==> run_1/layer_met1.png <==
Scale: 2 px per um. Supply wires on this layer in grey.
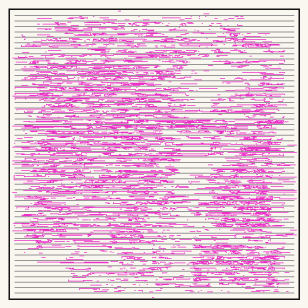
==> run_1/detail.png <==
Window x 57 to 87, y 86 to 116 um. Cells in grey, sequential cells in the stronger grey; small squares are vias.
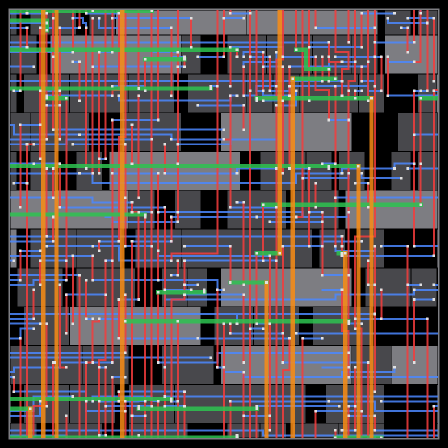
==> run_1/logic_types.png <==
Scale: 3 px per um.
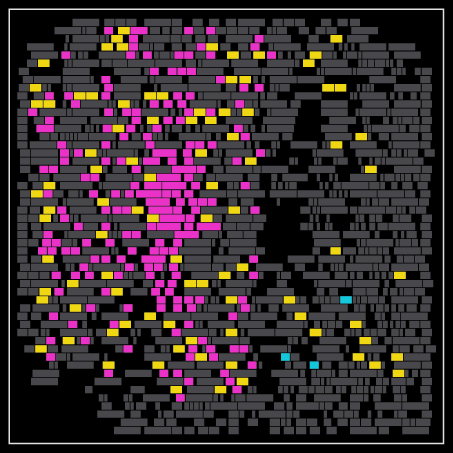
==> run_1/congestion.png <==
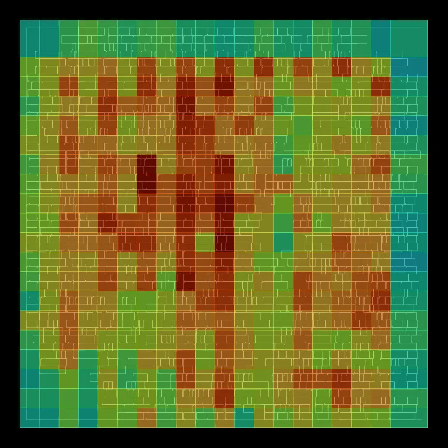
`config.mk`:
```
export PLATFORM = sky130hd
export DESIGN_NAME = secded_decoder_pipe
export DESIGN_NICKNAME = d
export VERILOG_FILES = /design/src/rtl/secded_pkg.sv /design/src/rtl/secded_syndrome.sv /design/src/rtl/secded_decoder_pipe.sv
export SDC_FILE = /design/constraint.sdc
export NUM_CORES = 1
export LEC_CHECK = 0
export CORE_MARGIN = 2
export CORE_UTILIZATION = 56
export DETAILED_ROUTE_END_ITERATION = 6
export HOLD_SLACK_MARGIN = 0.02
export PLACE_DENSITY = 0.85
export SYNTH_ARGS = -nofsm -noshare
export SYNTH_HDL_FRONTEND = slang
export SYNTH_HIERARCHICAL = 1
export SYNTH_SLANG_ARGS = --single-unit
export TNS_END_PERCENT = 1
```
`constraint.sdc`:
```
create_clock -name clk -period 4.76 [get_ports clk]
set_input_delay 0.952 -clock clk [delete_from_list [all_inputs] [get_ports clk]]
set_output_delay 0.952 -clock clk [all_outputs]
set_load 0.02 [all_outputs]
```
`src/rtl/secded_pkg.sv`:
```
// rtl/secded_pkg.sv - SECDED sizing helpers, codeword layout and golden encoder
package secded_pkg;

   typedef enum logic [1:0] {CLEAN, SINGLE, DOUBLE} err_class_e;

   // Smallest P with 2^P >= data_w + P + 1.
   function automatic int par_w(input int data_w);
      int p;
      p = 0;
      for (int k = 1; k <= 16; k++) begin
         if (p == 0 && (1 << k) >= data_w + k + 1) p = k;
      end
      return p;
   endfunction

   function automatic int cw_w(input int data_w);
      return data_w + par_w(data_w) + 1;
   endfunction

   // Data bits fill the non-power-of-two positions from 3 upward, bit 0 first.
   function automatic int data_pos(input int i);
      int pos;
      int cnt;
      pos = 0;
      cnt = 0;
      for (int p = 3; p < 512; p++) begin
         if ((p & (p - 1)) != 0) begin
            if (cnt == i && pos == 0) pos = p;
            cnt++;
         end
      end
      return pos;
   endfunction

   localparam int DATA_MAX = 256;
   localparam int CW_MAX   = cw_w(DATA_MAX);

   // Reference encoder: Hamming parity at 2^k, overall parity in bit 0.
   function automatic logic [CW_MAX-1:0] encode(input logic [DATA_MAX-1:0] data,
                                                input int data_w);
      logic [CW_MAX-1:0] cw;
      int                syn;
      cw  = '0;
      syn = 0;
      for (int i = 0; i < data_w; i++) begin
         cw[data_pos(i)] = data[i];
         if (data[i]) syn ^= data_pos(i);
      end
      for (int k = 0; k < par_w(data_w); k++) cw[1 << k] = syn[k];
      cw[0] = ^cw;
      return cw;
   endfunction

endpackage

```
`src/rtl/secded_syndrome.sv`:
```
// rtl/secded_syndrome.sv - combinational Hamming syndrome and overall parity check
module secded_syndrome
   import secded_pkg::*;
#(
   parameter int  DATA_W = 64,
   localparam int PAR_W  = par_w(DATA_W),
   localparam int CW_W   = cw_w(DATA_W)
)(
   input  logic [CW_W-1:0]  cw,
   output logic [PAR_W-1:0] syn,
   output logic             par_mis
);

   // Syndrome is the XOR of the positions of all set bits; bit 0 only feeds parity.
   always_comb begin
      syn = '0;
      for (int p = 1; p < CW_W; p++) begin
         if (cw[p]) syn ^= p[PAR_W-1:0];
      end
      par_mis = ^cw;
   end

endmodule

```
`src/rtl/secded_decoder_pipe.sv`:
```
// rtl/secded_decoder_pipe.sv - two-stage SECDED decoder with handshakes, counters and error log
module secded_decoder_pipe
   import secded_pkg::*;
#(
   parameter int  DATA_W     = 64,
   parameter int  TAG_W      = 8,
   parameter int  CNT_W      = 16,
   parameter int  CORRECT_EN = 1,
   localparam int PAR_W      = par_w(DATA_W),
   localparam int CW_W       = cw_w(DATA_W)
)(
   input  logic              clk,
   input  logic              rst_n,
   input  logic              in_valid,
   output logic              in_ready,
   input  logic [CW_W-1:0]   e_data,
   input  logic [TAG_W-1:0]  in_tag,
   output logic              out_valid,
   input  logic              out_ready,
   output logic [DATA_W-1:0] d_data,
   output logic [TAG_W-1:0]  out_tag,
   output logic              err,
   output logic              s_err,
   output logic              d_err,
   output logic [PAR_W-1:0]  syndrome,
   output logic [CNT_W-1:0]  s_cnt,
   output logic [CNT_W-1:0]  d_cnt,
   input  logic              cnt_clr,
   output logic              log_valid,
   output logic [TAG_W-1:0]  log_tag,
   output logic [PAR_W-1:0]  log_syn,
   output logic              log_derr,
   input  logic              log_clr
);

   localparam logic [PAR_W:0]   CW_LIM  = (PAR_W + 1)'(CW_W);
   localparam logic [CNT_W-1:0] CNT_MAX = '1;

   logic              en;
   logic              hs;
   logic [PAR_W-1:0]  in_syn;
   logic              in_pm;
   logic [DATA_W-1:0] in_data;
   logic [DATA_W-1:0] hit;
   logic [DATA_W-1:0] fix_data;

   logic              s1_valid;
   logic [DATA_W-1:0] s1_data;
   logic [TAG_W-1:0]  s1_tag;
   logic [PAR_W-1:0]  s1_syn;
   logic              s1_pm;

   err_class_e        cls;
   logic              flip;

   assign en       = !out_valid || out_ready;
   assign in_ready = en;
   assign hs       = out_valid && out_ready;
   assign err      = s_err || d_err;

   secded_syndrome #(.DATA_W(DATA_W)) u_syn (
      .cw      (e_data),
      .syn     (in_syn),
      .par_mis (in_pm)
   );

   // Only data bits are kept past stage 1; hit[i] marks the data bit the syndrome points at.
   for (genvar i = 0; i < DATA_W; i++) begin : g_bit
      localparam int POS = data_pos(i);
      assign in_data[i] = e_data[POS];
      assign hit[i]     = (s1_syn == PAR_W'(POS));
   end

   // Stage 1: capture raw data, tag, syndrome and parity mismatch.
   always_ff @(posedge clk or negedge rst_n) begin
      if (!rst_n) begin
         s1_valid <= 1'b0;
         s1_data  <= '0;
         s1_tag   <= '0;
         s1_syn   <= '0;
         s1_pm    <= 1'b0;
      end else if (en) begin
         s1_valid <= in_valid;
         if (in_valid) begin
            s1_data <= in_data;
            s1_tag  <= in_tag;
            s1_syn  <= in_syn;
            s1_pm   <= in_pm;
         end
      end
   end

   // Classify the stage-1 word and decide whether a data bit gets flipped.
   always_comb begin
      cls  = CLEAN;
      flip = 1'b0;
      if (s1_syn == '0) begin
         if (s1_pm) cls = SINGLE;
      end else if (s1_pm && ({1'b0, s1_syn} < CW_LIM)) begin
         cls  = SINGLE;
         flip = (CORRECT_EN != 0);
      end else begin
         cls = DOUBLE;
      end
      fix_data = s1_data ^ (flip ? hit : '0);
   end

   // Stage 2: register the decoded result and flags.
   always_ff @(posedge clk or negedge rst_n) begin
      if (!rst_n) begin
         out_valid <= 1'b0;
         d_data    <= '0;
         out_tag   <= '0;
         s_err     <= 1'b0;
         d_err     <= 1'b0;
         syndrome  <= '0;
      end else if (en) begin
         out_valid <= s1_valid;
         if (s1_valid) begin
            d_data   <= fix_data;
            out_tag  <= s1_tag;
            s_err    <= (cls == SINGLE);
            d_err    <= (cls == DOUBLE);
            syndrome <= s1_syn;
         end
      end
   end

   // Saturating error counters, bumped on output handshake; clear has priority.
   always_ff @(posedge clk or negedge rst_n) begin
      if (!rst_n) begin
         s_cnt <= '0;
         d_cnt <= '0;
      end else if (cnt_clr) begin
         s_cnt <= '0;
         d_cnt <= '0;
      end else if (hs) begin
         if (s_err && s_cnt != CNT_MAX) s_cnt <= s_cnt + 1'b1;
         if (d_err && d_cnt != CNT_MAX) d_cnt <= d_cnt + 1'b1;
      end
   end

   // First-error log; a clear in the same cycle as an erroring handshake re-arms and captures.
   always_ff @(posedge clk or negedge rst_n) begin
      if (!rst_n) begin
         log_valid <= 1'b0;
         log_tag   <= '0;
         log_syn   <= '0;
         log_derr  <= 1'b0;
      end else if (hs && err && (!log_valid || log_clr)) begin
         log_valid <= 1'b1;
         log_tag   <= out_tag;
         log_syn   <= syndrome;
         log_derr  <= d_err;
      end else if (log_clr) begin
         log_valid <= 1'b0;
         log_tag   <= '0;
         log_syn   <= '0;
         log_derr  <= 1'b0;
      end
   end

endmodule

```
==> reports/metrics.yaml, run 1 <==
die:
  core_um2: 19400
  io_pins: 219
timing:
  worst_pin_slew_ns: 1.178
  fin_crit_ns: 3.462
  finClkSkew_ns: 0.01261
  finalHoldViolCount: 0
global_route:
  grt_max_degree: 111
  overflow: 0
  grt_pass1_vias: 8418
  grt_pass1_wl_um: 46010
synth:
  synth_flops: 212
  synth_cell_types: 61
  yosysTopAreaCell: "dfrtp_1"
  area_leaders: "dfrtp_1 (48%), mux2_2 (9.2%), xnor2_1 (8.4%), nand2_1 (5.8%), xor2_1 (5.6%)"
  netlist_instances: 1033
  syn_area_um2: 11010
critical_path:
  cpLargestDelayFamily: "buffers and inverters"
  cp-start-kind: "input pin"
drt:
  drtIter0Drc: 594
  drc: 0
  dr.pass1.iters: 5
  ant_nets: 0
layout:
  fin_nets: 1320
pwr:
  p_comb_share_pct: 35.8
  switching_share_pct: 34.15
  p_clk_w: 0.00197
  p_int_w: 0.004805
clocking:
  clock_latency_ns: 0.51
  clockBufferDepth: 3
  postCtsSetupRepairBufs: 0
  cts_tree: "done"
placed_design:
  place_ws_ns: 1.168
status:
  status: "finished, final reports clean"
hold_path:
  min-delay-path-class: "reg2reg"
run:
  drv_cap: 0
## Picture notes: layer_met1.png
- main direction: horizontal
- nets with wire on the layer: 1154
- wire length on this layer: 12100 um
Via Count: 8612
Detailed Route WL: 29940 um
met1 Track Usage GR: 39.04%

## Picture notes: detail.png
- metal 3: green
- metal 1: blue
- metal 4: orange
- metal 2: red
- most frequent: xor2_1 (10), dfrtp_1 (10), nand3_1 (9)
- cells with their middle in the window: 65
- sequential cells in the window: 10
- netlist names of flops here include: `s1_data` (6), `d_data` (3)

## Picture notes: logic_types.png
- AND-OR and OR-AND gates: cyan (cells 3)
- XOR/XNOR gates: magenta (cells 193)
- multiplexers: yellow (cells 91; where widely spread)
final non-filler cell total: 1511
most used logic cell in the final layout: clkdlybuf4s50_1
combinational share of cell area: 38.25%

## Picture notes: congestion.png
final core utilization: 73.50%
M2 GR Usage: 48.35%
met3 usage: 5.298%

run 1: per-stage QoR:
stage               hold WS (ns)  utilization (%)  std cells  total power, W
floorplan                 0.4331                -       1033        0.004179
global placement          0.4396            69.10       1471        0.005227
detailed placement        0.4514            69.10       1471        0.005310
CTS                       0.4673            73.50       1511        0.007302
global route              0.4942            73.50       1511        0.007618
finish                    0.4629            73.50       1511        0.007296
run 1: layer usage:
metal | global-route usage [%] | wire [um] | up-vias
met2 | 48.35 | 14790 | 432
li1 | - | - | 3922
met3 | 5.298 | 2418 | 45
met1 | 39.04 | 12080 | 4213
met4 | 7.818 | 652 | 0
met5 | 0 | 0 | -
run 1: registers in the layout, summed over array words and instances, names as in the netlist, 8 cells and up:
| signal | cells |
|---|---|
| d_cnt | 16 |
| s1_tag | 8 |
| s1_data | 64 |
| log_tag | 8 |
| out_tag | 8 |
| d_data | 64 |
| s_cnt | 16 |
run 1: cells by family (layout without fill, tap and decap cells):
family	count (synthesis)	count (layout)	share of synthesized area, %
AND-OR/OR-AND	126	126	6.363
multiplexers	91	91	9.294
buffers and inverters	64	277	2.647
flip-flops	212	212	48.18
AND/OR/NAND/NOR	345	345	16.15
XOR/XNOR	193	193	17.15
adder cells (fa/ha/maj)	2	2	0.2272
run 1: final timing paths:
path,start,endpoint,cells past startpoint
setup / recovery,out_ready,in_ready,3
hold / removal,s1_tag[7],out_tag[7],2
setup reg to reg,s1_syn[0],d_data[11],4
hold reg to reg,s1_tag[7],out_tag[7],2
max in group asynchronous,rst_n,s1_data[15],2
min in group asynchronous,rst_n,d_cnt[10],1
run 1: area by class of cell:
cell class,count,area share (%)
multi-input combinational,757,38.25
clock inverter,8,0.9829
clock buffer,32,4.993
timing repair buffer,230,16.05
tap,265,2.326
inverter,7,0.1843
sequential,212,37.21
==> inputs of run 2 (changes only) <==
--- a/config.mk
+++ b/config.mk
@@ -6,10 +6,10 @@
 export NUM_CORES = 1
 export LEC_CHECK = 0
 export CORE_MARGIN = 2
-export CORE_UTILIZATION = 56
+export CORE_UTILIZATION = 52
 export DETAILED_ROUTE_END_ITERATION = 6
 export HOLD_SLACK_MARGIN = 0.02
-export PLACE_DENSITY = 0.85
+export PLACE_DENSITY = 0.79
 export SYNTH_ARGS = -nofsm -noshare
 export SYNTH_HDL_FRONTEND = slang
 export SYNTH_HIERARCHICAL = 1
==> constraint.sdc (replaced) <==
create_clock -name clk -period 3.3 [get_ports clk]
set_input_delay 0.66 -clock clk [delete_from_list [all_inputs] [get_ports clk]]
set_output_delay 0.66 -clock clk [all_outputs]
set_load 0.02 [all_outputs]
==> run 2 against run 1 <==
  * First-iteration DRC count decreased by 22%
  * Non-clock buffer count is 18 higher
  * Clock skew up 0.00070 ns
  * Global-route usage fell by 2.1 points
  * Synthesized cell count unchanged
  * Via count is 2.1% lower
  * Core utilization down 4.5 points
  * Setup slack got worse by 0.66 ns
  * Combinational power is 47% higher
  * Worst hold slack worse by 0.35 ns
  * Sequential power increased by 43%
  * Sequential share of layout area is 0.39 points lower
  * Critical endpoint is now s1_pm
  * Largest power group unchanged
==> reports/metrics.yaml, run 2 <==
global_route:
  grt_max_degree: 77  # -31%
  overflow: 0  # unchanged
drt:
  dr.pass1.iters: 5  # unchanged
  ant_nets: 0  # unchanged
status:
  status: "finished, final reports clean"
pwr:
  switching_share_pct: 34.70  # +0.55 points
  p_int_w: 0.006766  # +41%
  p_clk_w: 0.00265  # +35%
  p_comb_share_pct: 37.0  # +1.2 points
die:
  io_pins: 219  # unchanged
  core_um2: 20890  # +7.7%
synth:
  synth_cell_types: 61  # unchanged
  netlist_instances: 1033  # unchanged
  area_leaders: "dfrtp_1 (48%), mux2_2 (9.2%), xnor2_1 (8.4%), nand2_1 (5.8%), xor2_1 (5.6%)"
  synth_flops: 212  # unchanged
  yosysTopAreaCell: "dfrtp_1"
  syn_area_um2: 11010  # unchanged
layout:
  largest_registers: "d_data x64, s1_data x64"
  fin_cells: 1541  # +2.0%
  nFillCells: 1602
  lay_top_count: "clkdlybuf4s50_1"
clocking:
  cts_tree: "done"
  clockBufferDepth: 3  # unchanged
  clock_latency_ns: 0.52  # about the same
  clockRootBuffer: "clkbuf_16"
timing:
  hold_ws_ns: 0.1088  # -0.3541 ns
  fin_crit_ns: 2.664
  finClkSkew_ns: 0.01331  # +0.0006953 ns
  rsz0062_at_grt: "false"
run:
  drv_cap: 0  # unchanged
placed_design:
  place_ws_ns: 0.1814  # -0.9869 ns
  post-place-cells: 1499  # +1.9%
run 2: cell counts after synthesis:
Identical to the previous run, type by type.
run 2: cells by family (layout without fill, tap and decap cells):
family,count (synthesis),in the layout,share of synthesized area (%)
adder cells (fa/ha/maj),2,2,0.2272
multiplexers,91,91,9.294
XOR/XNOR,193,193,17.15
buffers and inverters,64,297,2.647
AND/OR/NAND/NOR,345,345,16.15
AND-OR/OR-AND,126,126,6.363
flip-flops,212,212,48.18
run 2: metal layers:
metal  wire (um)  GRT usage [%]  vias to the layer above  part of all wire (%)
met4         896          8.333                        0                   3.0
li1            -              -                     3961                     -
met5           0              0                        -                     0
met2       13730          42.96                      316                    46
met1       12820          37.54                     4106                    43
met3        2098          4.177                       51                   7.1
run 2: worst paths after layout:
kind / start / end / slack [ns] / depth (start not counted)
worst max-delay path: e_data[55] / s1_pm / 0.64 / 7
worst min register to register: s1_tag[2] / out_tag[2] / 0.47 / 2
worst max register to register: s1_syn[3] / d_data[49] / 1.11 / 4
max in group asynchronous: rst_n / log_syn[6] / 2.28 / 3
worst min-delay path: rst_n / s_cnt[10] / 0.11 / 1
min in group clk: s1_tag[2] / out_tag[2] / 0.47 / 2
run 2: stage by stage:
stage                     cell area (um2)  power [W]  util, %
after floorplan                     11010   0.006027        -
after CTS                           14410    0.01040    68.97
final                               14410    0.01036    68.97
after global routing                14410    0.01086    68.97
after global placement              13630   0.007636    65.24
after detailed placement            13630   0.007714    65.24
run 2: final cells by class:
cell class / instances / share of cell area, %
clock inverters: 7 / 0.6166
inverters: 7 / 0.1824
multi-input cells: 757 / 37.85
repair buffers: 248 / 17.34
clock buffers: 35 / 4.794
well taps: 275 / 2.388
flip-flops and latches: 212 / 36.82
==> run_2/layer_met1.png <==
Scale: 2 px per um. Supply wires on this layer in grey.
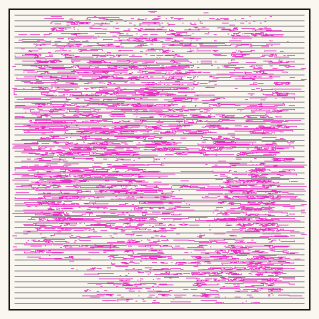
- share of all routed wire: 43%
- wire length on this layer: 12800 um
Via Count: 8434
Detailed Route WL: 29550 um

==> run_2/wires.png <==
Scale: 2 px per um. Two of the layers only.
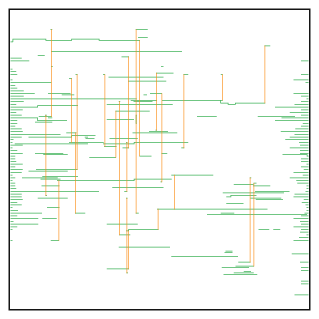
- metal 4: orange (wire length 897 um)
- metal 3: green (wire length 2100 um)
DR WL/cell: 19.18 um
GRT Resource Usage Total: 26.74%

==> inputs of run 3 (changes only) <==
--- a/config.mk
+++ b/config.mk
@@ -6,10 +6,10 @@
 export NUM_CORES = 1
 export LEC_CHECK = 0
 export CORE_MARGIN = 2
-export CORE_UTILIZATION = 52
+export CORE_UTILIZATION = 47
 export DETAILED_ROUTE_END_ITERATION = 6
 export HOLD_SLACK_MARGIN = 0.02
-export PLACE_DENSITY = 0.79
+export PLACE_DENSITY = 0.76
 export SYNTH_ARGS = -nofsm -noshare
 export SYNTH_HDL_FRONTEND = slang
 export SYNTH_HIERARCHICAL = 1
==> constraint.sdc (replaced) <==
create_clock -name clk -period 2.2 [get_ports clk]
set_input_delay 0.44 -clock clk [delete_from_list [all_inputs] [get_ports clk]]
set_output_delay 0.44 -clock clk [all_outputs]
set_load 0.02 [all_outputs]
==> run 3 against run 2 <==
  * The flow now finishes with violations (negative setup slack)
  * Global-route usage is 1.3 points lower
  * Flip-flop count unchanged
  * Sequential share of layout area shrank 2.3 points
  * Largest cell class unchanged
  * Sequential power grew 46%
  * Via count is 4.6% higher
  * Clock skew is 0.0023 ns higher
  * Non-clock buffer count rose by 94
  * Critical path depth is 1 higher
  * Clock power increased by 56%
  * Clock-buffer cell count rose by 2
  * Wire length grew 6.1%
  * Design area up 6.7%
==> reports/metrics.yaml, run 3 <==
layout:
  nFillCells: 1834  # +14%
  largest_registers: "d_data x64, s1_data x64"
  fin_area_um2: 15370  # +6.7%
  fin_util_pct: 66.09  # -2.9 points
pwr:
  switching_share_pct: 34.51  # -0.19 points
  pwr-share-seq_pct: 34.9
  p_comb_share_pct: 39.6  # +2.6 points
  p_int_w: 0.01062  # +57%
  power_w: 0.01622  # +57%
global_route:
  gr-usage-met3_pct: 4.543  # +0.37 points
  grt.total_usage_pct: 25.44  # -1.3 points
  grt-busiest-layer: "met2"
  overflow: 0  # unchanged
  grt_max_degree: 59  # -23%
timing:
  rsz0062_at_grt: "true"
  fin_crit_ns: 2.228
  setup_ws_ns: -0.02761
  finClkSkew_ns: 0.01564  # +0.002335 ns
  hold_ws_ns: 0.2722  # +0.1634 ns
  final-setup-viol-count: 3
synth:
  synth-compound-area-share_pct: 6.363  # unchanged
  yosysTopAreaCell: "dfrtp_1"
  ys_sh_adder_pct: 0.2272  # unchanged
  area_leaders: "dfrtp_1 (48%), mux2_2 (9.2%), xnor2_1 (8.4%), nand2_1 (5.8%), xor2_1 (5.6%)"
  synth_flops: 212  # unchanged
  syn_area_um2: 11010  # unchanged
  synth_cell_types: 61  # unchanged
  top_cells_by_count: "dfrtp_1 (212), nand2_1 (171), xnor2_1 (106), mux2_2 (90), o21ai_0 (81)"
  top_logic_kind: "XOR/XNOR gates"
  xor_area_share_pct: 17.15  # unchanged
  ys_sh_mux_pct: 9.294  # unchanged
  netlist_instances: 1033  # unchanged
drt:
  dr.pass1.iters: 5  # unchanged
  m1WireLength_um: 13280  # +3.5%
  wl_met2_um: 14800  # +7.8%
  routed.top_layer: "met4"
  met3_length_um: 2318  # +10%
  wire_per_inst_um: 18.65  # -2.7%
  ant_nets: 0  # unchanged
run:
  drv_cap: 0  # unchanged
critical_path:
  reg2reg_slack_ns: 0.14  # -0.97 ns
clocking:
  clockBufferDepth: 3  # unchanged
  cts_tree: "done"
  clockRootBuffer: "clkbuf_16"
status:
  failed_checks: "negative setup slack"
  status: "finished with violations"
placed_design:
  place_ws_ns: -0.6124  # -0.7938 ns
[run 3: cell counts after synthesis]
Identical to the previous run, type by type.
[run 3: final cells by class]
cell class | instances | area, um2 | share of cell area (%)
inverter | 7 | 26.28 | 0.1709
timing repair buffer | 342 | 3262 | 21.22
multi-input combinational | 757 | 5567 | 36.21
sequential | 212 | 5305 | 34.51
clock inverter | 6 | 65.06 | 0.4232
clock buffer | 37 | 750.7 | 4.883
tap | 319 | 399.1 | 2.596
[run 3: what timing repair did]
| item | CTS | global route |
|---|---|---|
| resized | 5 | 21 |
| endpoints found under the setup margin | 4 | 5 |
| hold buffers | 1 | 0 |
| pin swaps | 0 | 15 |
| endpoints found under the hold margin | 51 | 0 |
| buffers inserted | 0 | 3 |
[run 3: power groups by stage]
| stage | Clock (W) | Combinational (W) | Sequential [W] |
|---|---|---|---|
| after floorplan | 0 | 0.00289 | 0.00615 |
| after global placement | 0 | 0.00625 | 0.00568 |
| after detailed placement | 0 | 0.00635 | 0.00569 |
| after CTS | 0.00418 | 0.00640 | 0.00565 |
| after global routing | 0.00435 | 0.00687 | 0.00577 |
| final | 0.00413 | 0.00643 | 0.00566 |
[run 3: path summary, 6_finish.rpt]
kind                       startpoint           to  cells after the start
max in group asynchronous       rst_n   d_data[53]                      3
hold / removal             e_data[38]  s1_data[31]                      2
hold reg to reg             s1_tag[2]   out_tag[2]                      2
setup / recovery           e_data[26]    s1_syn[3]                      8
min in group asynchronous       rst_n    d_cnt[12]                      2
setup reg to reg            s1_syn[0]   d_data[45]                      6
[run 3: critical path, stage by stage]
cell and delay (ns):
clkdlybuf4s50_1 0.47, xor2_1 0.19, buf_4 0.16, xnor2_2 0.22, buf_4 0.15, xor2_1 0.25
xnor3_1 0.47, mux2_2 0.28
==> run_3/logic_types.png <==
Scale: 3 px per um.
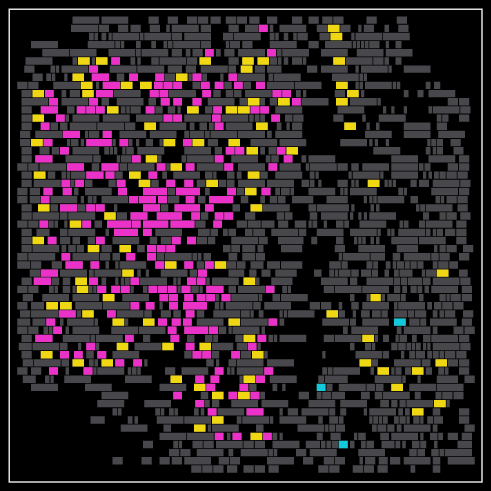
combinational share of cell area: 36.21%
most used logic cell in the final layout: dfrtp_1
final non-filler cell total: 1680

==> run_3/layer_met1.png <==
Scale: 2 px per um. Supply wires on this layer in grey.
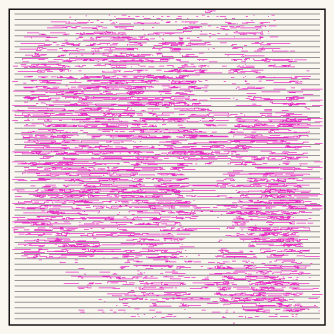
Detailed Route WL: 31340 um
Via Count: 8824
met1 Track Usage GR: 34.34%

Power and IR drop assume default switching activity.
